Fig. 1: clock nets
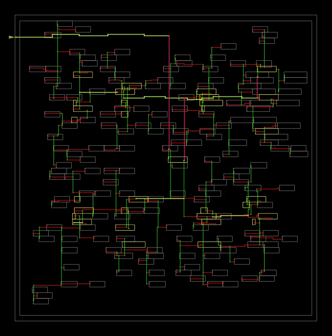
Fig. 2: where the registers sit
Other sequential cells in the stronger gray, the rest of the logic in the fainter gray.
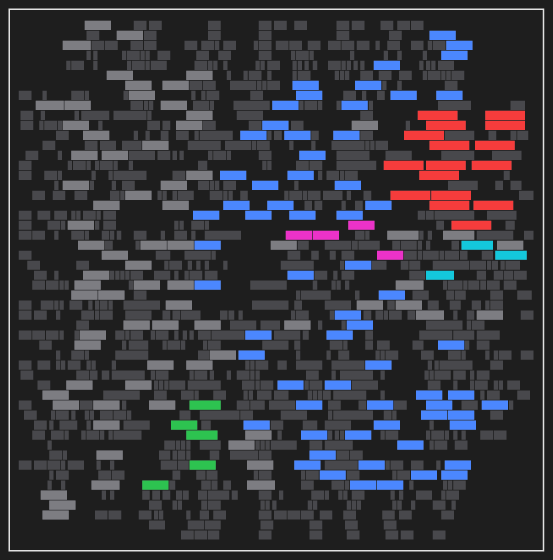
Fig. 3: signal wires on met4
Supply wires on this layer in gray.
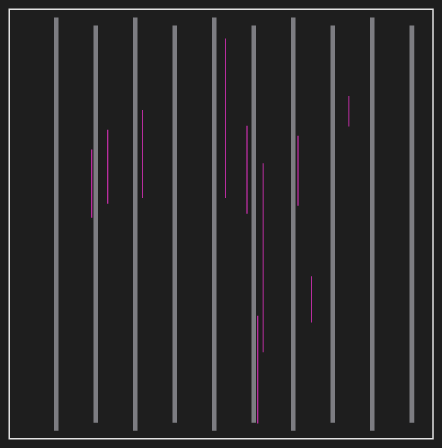
## src/rtl/qam16_pkg.sv

```systemverilog
// Shared QAM16 definitions: Gray level codes, default timing/threshold
// constants and the per-rail slicer used by the demapper.
package qam16_pkg;

  typedef enum logic [1:0] {
    LVL_N3 = 2'b00,
    LVL_N1 = 2'b01,
    LVL_P1 = 2'b11,
    LVL_P3 = 2'b10
  } lvl_t;

  localparam int SPS_DEF = 25;
  localparam int SLICE_W = 64;
  localparam logic signed [SLICE_W-1:0] THRESH_DEF = 64'sh2000_0000_0000_0000;

  // Equality at a boundary resolves toward the higher level.
  function automatic lvl_t slice(input logic signed [SLICE_W-1:0] x,
                                 input logic signed [SLICE_W-1:0] thr);
    lvl_t lvl;
    if (x >= thr)       lvl = LVL_P3;
    else if (x >= 0)    lvl = LVL_P1;
    else if (x >= -thr) lvl = LVL_N1;
    else                lvl = LVL_N3;
    return lvl;
  endfunction

endpackage

```

## src/rtl/qam16_demapper_if.sv

```systemverilog
// Sample input / symbol output bundle of the QAM16 demapper.
interface qam16_demapper_if #(
  parameter int DATA_W = 64
);
  logic                     in_valid;
  logic signed [DATA_W-1:0] filter_in_i;
  logic signed [DATA_W-1:0] filter_in_q;
  logic [3:0]               symb;
  logic                     symb_valid;
  logic                     symb_ready;

  modport master (
    output in_valid, filter_in_i, filter_in_q, symb_ready,
    input  symb, symb_valid
  );

  modport slave (
    input  in_valid, filter_in_i, filter_in_q, symb_ready,
    output symb, symb_valid
  );
endinterface

```

## src/rtl/sym_fifo.sv

```systemverilog
// Small synchronous FIFO for decided symbols; extra pointer bit separates
// full from empty. A push into a full FIFO is dropped unless a pop frees space.
module sym_fifo #(
  parameter int WIDTH = 4,
  parameter int DEPTH = 4,
  localparam int AW = $clog2(DEPTH)
) (
  input  logic             clk,
  input  logic             rst_n,
  input  logic             push,
  input  logic [WIDTH-1:0] din,
  input  logic             pop,
  output logic [WIDTH-1:0] dout,
  output logic             empty,
  output logic             full,
  output logic             drop
);
  logic [AW:0]      wr_ptr;
  logic [AW:0]      rd_ptr;
  logic [WIDTH-1:0] mem [DEPTH];
  logic             do_push;
  logic             do_pop;

  assign empty   = (wr_ptr == rd_ptr);
  assign full    = (wr_ptr[AW] != rd_ptr[AW]) && (wr_ptr[AW-1:0] == rd_ptr[AW-1:0]);
  assign do_pop  = pop && !empty;
  assign do_push = push && (!full || do_pop);
  assign drop    = push && full && !do_pop;
  assign dout    = empty ? '0 : mem[rd_ptr[AW-1:0]];

  always_ff @(posedge clk) begin
    if (!rst_n) begin
      wr_ptr <= '0;
      rd_ptr <= '0;
    end else begin
      if (do_push) wr_ptr <= wr_ptr + 1'b1;
      if (do_pop)  rd_ptr <= rd_ptr + 1'b1;
    end
  end

  always_ff @(posedge clk) begin
    if (do_push) mem[wr_ptr[AW-1:0]] <= din;
  end
endmodule

```

## src/rtl/qam16_demapper.sv

```systemverilog
// QAM16 hard-decision demapper: picks one sample per symbol, slices I/Q
// against Gray-coded levels and queues the result for the consumer.
module qam16_demapper
  import qam16_pkg::*;
#(
  parameter int                  DATA_W = 64,
  parameter int                  SPS    = SPS_DEF,
  parameter logic signed [63:0]  THRESH = THRESH_DEF,
  localparam int                 CNT_W  = (SPS > 1) ? $clog2(SPS) : 1
) (
  input  logic             clk,
  input  logic             rst_n,
  qam16_demapper_if.slave  bus,
  input  logic [CNT_W-1:0] phase_sel,
  input  logic             resync,
  output logic             overflow
);
  logic [CNT_W-1:0]         cnt;
  logic                     cap_valid;
  logic signed [DATA_W-1:0] cap_i;
  logic signed [DATA_W-1:0] cap_q;
  logic                     sl_valid;
  logic [3:0]               sl_symb;
  logic                     hit;
  logic                     fifo_empty;
  logic                     fifo_full;
  logic                     fifo_drop;
  logic                     pop;

  // Out-of-range phase_sel must never match, even though cnt cannot reach it.
  assign hit = bus.in_valid && (cnt == phase_sel) && (int'(phase_sel) < SPS);

  always_ff @(posedge clk) begin
    if (!rst_n) begin
      cnt <= '0;
    end else if (resync) begin
      cnt <= '0;
    end else if (bus.in_valid) begin
      cnt <= (cnt == CNT_W'(SPS - 1)) ? '0 : cnt + CNT_W'(1);
    end
  end

  always_ff @(posedge clk) begin
    if (!rst_n) begin
      cap_valid <= 1'b0;
      cap_i     <= '0;
      cap_q     <= '0;
      sl_valid  <= 1'b0;
      sl_symb   <= '0;
    end else begin
      cap_valid <= hit;
      if (hit) begin
        cap_i <= bus.filter_in_i;
        cap_q <= bus.filter_in_q;
      end
      sl_valid <= cap_valid;
      if (cap_valid) begin
        sl_symb <= {slice(SLICE_W'(cap_i), THRESH), slice(SLICE_W'(cap_q), THRESH)};
      end
    end
  end

  assign pop            = bus.symb_valid && bus.symb_ready;
  assign bus.symb_valid = !fifo_empty;

  sym_fifo #(
    .WIDTH (4),
    .DEPTH (4)
  ) u_fifo (
    .clk   (clk),
    .rst_n (rst_n),
    .push  (sl_valid),
    .din   (sl_symb),
    .pop   (pop),
    .dout  (bus.symb),
    .empty (fifo_empty),
    .full  (fifo_full),
    .drop  (fifo_drop)
  );

  always_ff @(posedge clk) begin
    if (!rst_n)         overflow <= 1'b0;
    else if (fifo_drop) overflow <= 1'b1;
  end
endmodule

```

## src/flat_wrapper.sv

```systemverilog
// flat-port wrapper written by rule: the top's interface ports become plain ports
module qam16_demapper_flat import qam16_pkg::*;
#(
  parameter int                  DATA_W = 64,
  parameter int                  SPS    = SPS_DEF,
  parameter logic signed [63:0]  THRESH = THRESH_DEF,
  localparam int                 CNT_W  = (SPS > 1) ? $clog2(SPS) : 1
)
  (clk, rst_n, phase_sel, resync, overflow, bus_in_valid, bus_filter_in_i, bus_filter_in_q, bus_symb_ready, bus_symb, bus_symb_valid);
  qam16_demapper_if #(.DATA_W(DATA_W)) bus_i ();
  input  logic clk;
  input  logic rst_n;
  input  logic [CNT_W-1:0] phase_sel;
  input  logic resync;
  output logic overflow;
  input wire logic [$bits(bus_i.in_valid)-1:0] bus_in_valid;
  input wire logic [$bits(bus_i.filter_in_i)-1:0] bus_filter_in_i;
  input wire logic [$bits(bus_i.filter_in_q)-1:0] bus_filter_in_q;
  input wire logic [$bits(bus_i.symb_ready)-1:0] bus_symb_ready;
  output wire logic [$bits(bus_i.symb)-1:0] bus_symb;
  output wire logic [$bits(bus_i.symb_valid)-1:0] bus_symb_valid;
  assign bus_i.in_valid = bus_in_valid;
  assign bus_i.filter_in_i = bus_filter_in_i;
  assign bus_i.filter_in_q = bus_filter_in_q;
  assign bus_i.symb_ready = bus_symb_ready;
  assign bus_symb = bus_i.symb;
  assign bus_symb_valid = bus_i.symb_valid;
  qam16_demapper #(.DATA_W(DATA_W), .SPS(SPS), .THRESH(THRESH)) u_core (.clk(clk), .rst_n(rst_n), .bus(bus_i), .phase_sel(phase_sel), .resync(resync), .overflow(overflow));
endmodule
```

## config.mk

```make
export PLATFORM = sky130hd
export DESIGN_NAME = qam16_demapper_flat
export DESIGN_NICKNAME = d
export VERILOG_FILES = /design/src/rtl/qam16_pkg.sv /design/src/rtl/qam16_demapper_if.sv /design/src/rtl/sym_fifo.sv /design/src/rtl/qam16_demapper.sv /design/src/flat_wrapper.sv
export SDC_FILE = /design/constraint.sdc
export NUM_CORES = 1
export LEC_CHECK = 0
export CORE_AREA = 2 2 143 145
export CTS_CLUSTER_DIAMETER = 50
export DETAILED_ROUTE_END_ITERATION = 16
export DIE_AREA = 0 0 145 147
export GPL_TIMING_DRIVEN = 0
export PLACE_DENSITY_LB_ADDON = 0.05
export SYNTH_ARGS = -nofsm -noshare
export SYNTH_HDL_FRONTEND = slang
export SYNTH_SLANG_ARGS = --single-unit
```

## constraint.sdc

```tcl
create_clock -name clk -period 1.7 [get_ports clk]
set_input_delay 0.34 -clock clk [delete_from_list [all_inputs] [get_ports clk]]
set_output_delay 0.34 -clock clk [all_outputs]
set_load 0.01 [all_outputs]
```

==> impl_metrics.env <==
# physical design summary
export IMPL_grt_pass1_vias=5889
export IMPL_rows=52
export IMPL_min_delay_path_depth=3
export IMPL_drc=0
export IMPL_vias=5702
export IMPL_clock_cell_area_share_pct=6.02
export IMPL_power_switching_uw=1870
export IMPL_numPlacedInstances=1149
export IMPL_worst_hold_path_type="in -> reg"
export IMPL_tightest_slew_ns=0.972
export IMPL_wl_um=19100
export IMPL_flop_cell="dfxtp_1"
export IMPL_setup_ws_ns=-0.203
export IMPL_drt_iter0_markers=218
export IMPL_finalClockPeriodUsage_pct=112
export IMPL_sh_comb_area_pct=33.8
export IMPL_drv_slew=0
export IMPL_failed_checks="setup timing"
export IMPL_cp_arrival_ns=1.56
export IMPL_yosys_cell_count_top_type="nand2_1"
export IMPL_swShare_pct=21.6
export IMPL_crit_chain="mux4_2, and2_1, buf_2"
export IMPL_path_clk_slew_ns=0.06
export IMPL_startpoint_type="flop"
export IMPL_crit_fanout=4
export IMPL_antenna_left=0
export IMPL_p_leak_uw=0.00372
export IMPL_fmax_mhz=525
export IMPL_nWellTaps=270
export IMPL_dpl_hpwl_um=13400
export IMPL_grt_util_all_layers_pct=18.0
export IMPL_overflow=0
export IMPL_seqCellArea_um2=3470
export IMPL_syn_avg_cell_area_um2=9.49
export IMPL_warnings=32
export IMPL_drive_gt1_share_pct=14.1
export IMPL_cts_buffers=17
export IMPL_edf_count=16
export IMPL_yosysWarnings=0
export IMPL_p_per_area_nw_per_um2=844
export IMPL_seq_power_share_pct=45.5
export IMPL_end_kind="output port"
export IMPL_ys_sh_xor_pct=1.75
export IMPL_fa_ha_area_share_pct=1.25
export IMPL_dominant_cells="flip-flops and latches"
export IMPL_drv_cap=0
export IMPL_maxSlewHeadroom_pct=35.2
export IMPL_hold_path_end="u_core.cnt[0]"
export IMPL_dieHeight_um=147
export IMPL_rsz0062_at_grt="yes"
export IMPL_path_buffers=1
export IMPL_simple_gate_area_share_pct=21.2
export IMPL_cts_sinks=164
export IMPL_die_w_um=145
export IMPL_cts_resized=100
export IMPL_grt_first_pass_wirelength_um=29900
export IMPL_pwr_share_comb_pct=8.2
export IMPL_seq_area_frac_synth_pct=49.1
export IMPL_logic_gates=516
export IMPL_drt_pass1_iter_count=6
export IMPL_finalSetupViolCount=121
export IMPL_buf_share_pct=22.6
export IMPL_hold_viol=0
export IMPL_fp_util_pct=35.3
export IMPL_cp_depth=3
export IMPL_antenna_found_initial=0
export IMPL_grt_max_degree=17
export IMPL_diodes=0
export IMPL_gp_congestion=0.769
export IMPL_syn_to_final_growth_pct=46.5
export IMPL_top_cells_by_area="dfxtp_1 42%, mux2i_1 19%, nand2_1 14%"
export IMPL_r2r_start="u_core.cnt[4]"
export IMPL_max_clock_path_buffers=2
export IMPL_ctsHoldBuffers=0
export IMPL_path_class="reg -> out"
export IMPL_cts_setup_buffers=19
export IMPL_vias_per_cell=4.71
export IMPL_fin_crit_ns=1.90
export IMPL_ir_worst_vdd_mv=0.573
export IMPL_r2r_end="u_core.cap_i[3]"
export IMPL_pin_count=144
export IMPL_nonClockBufferCount=218
export IMPL_ys_ff=164
export IMPL_cts_tree="built"
export IMPL_crit_slowest_cell="mux4_2"
export IMPL_cts_root_buf="clkbuf_16"
export IMPL_p_total_uw=8660
export IMPL_r2r_slack_ns=-0.09
export IMPL_crit_path_end="bus_symb[1]"
export IMPL_path_delay_family="multiplexers"
export IMPL_clkPwrFrac_pct=46.4
export IMPL_top_cells_by_count="261 x nand2_1, 148 x dfxtp_1, 130 x mux2i_1"
export IMPL_seq_cell_count=164
export IMPL_slowest_delay_ns=0.49
export IMPL_ys_cells=738
export IMPL_mux_share_pct=19.9
export IMPL_nNonClkInverters=11
export IMPL_fin_nets=1073
export IMPL_yosys_area_um2=7010
export IMPL_p_int_uw=6790
export IMPL_syn_instance_count=738
export IMPL_required_ns=1.36
export IMPL_io_buffer_count=141
export IMPL_netlist_area_um2=7010
export IMPL_syn_nets=883
export IMPL_aoi_share_pct=1.64
export IMPL_post_drt_wl_per_cell_um=15.7
export IMPL_cts_max_level=4
export IMPL_instances_no_fill=1211
export IMPL_yosys_area_top_type="dfxtp_1"
export IMPL_post_synth_num_cell_types=36
export IMPL_outcome="finished with violations"
export IMPL_logic_family="simple AND/OR/NAND/NOR gates"
export IMPL_nFillCells=1791
export IMPL_comb_area_um2=3470
export IMPL_rr_worst_depth=8
export IMPL_dieArea_um2=21300
export IMPL_core_area_um2=19800
export IMPL_sh_seq_area_pct=33.8
export IMPL_synth_async_reset_ratio_pct=0
export IMPL_synth_top_cell_area_share_pct=42.3
export IMPL_min_delay_start="bus_in_valid"
Notes on Fig. 1 above:
clk_lat worst skew: 0.42 ns
clock buffers: 20
clock distribution power: 4020 µW
Layout Skew: 0.00841 ns

Notes on Fig. 2 above:
Key: red = u_core.u_fifo.mem [flops 16]; green = u_core.cnt [flops 5]; blue = u_core.cap_i [flops 64]; magenta = u_core.sl_symb [flops 4]; cyan = u_core.u_fifo.rd_ptr [flops 3]
Another 72 sequential cells are not colored.

Notes on Fig. 3 above:
The layer carries 314 µm of wire. The longest straight run is 64.6 µm. The wires run mostly vertical. 8 nets have wire on it. The layer holds 1.6% of the routed length.

[routing by layer]
layer  part of all wire, %  GRT usage, %  vias up
met5                     0             0        -
met4                   1.6          5.59        0
met3                   3.6          3.98       20
met2                    49          30.9      112
met1                    46          22.7     2693
li1                      -             -     2877
[power by group through the flow]
stage                     logic, µW  registers [µW]  clock network, µW
after CTS                       715            3940               4100
final                           707            3940               4020
after floorplan                 245            4020                  0
after global routing            768            3940               4260
after global placement          655            4030                  0
after detailed placement        661            4030                  0
[worst min-delay path, stage by stage]
cell      delay [ns]
clkbuf_1        0.16
xnor2_1         0.18
nor2_1          0.04
[cell usage in the layout (no fill, tap or decap), types with 3 or more instances in the layout]
cell	n
nand2_1	261
dfxtp_1	135
clkdlybuf4s50_1	134
mux2i_1	128
clkbuf_1	34
buf_12	19
clkbuf_16	19
edfxtp_1	16
nor4_1	15
inv_1	11
nor4_2	11
nand4_1	11
buf_4	10
and2_1	8
buf_6	8
xor2_1	7
ha_1	7
buf_16	7
dfxtp_2	7
nor2_1	6
o21ai_0	6
dfxtp_4	6
nor2b_1	5
mux4_2	4
nor4_4	4
clkinv_4	4
bufinv_16	4
nor2_2	3
nand3b_1	3
xnor2_1	3
nand3_1	3
clkinvlp_4	3
buf_8	3
[per-stage QoR]
stage          hold WS, ns  setup slack (ns)  cell area, µm²  util, %  setup TNS, ns
2_1_floorplan        0.434            0.0655            7010        -              0
3_3_place_gp         0.442            -0.507            8760     44.1         -64.75
3_5_place_dp         0.448            -0.600            8760     44.1         -72.98
4_1_cts              0.326            -0.236           10300     51.8         -14.00
5_1_grt              0.377            -0.267           10300     51.7         -20.07
6_report             0.346            -0.203           10300     51.7          -6.01
Power figures rest on the tool's default switching activity, not on a simulated workload.
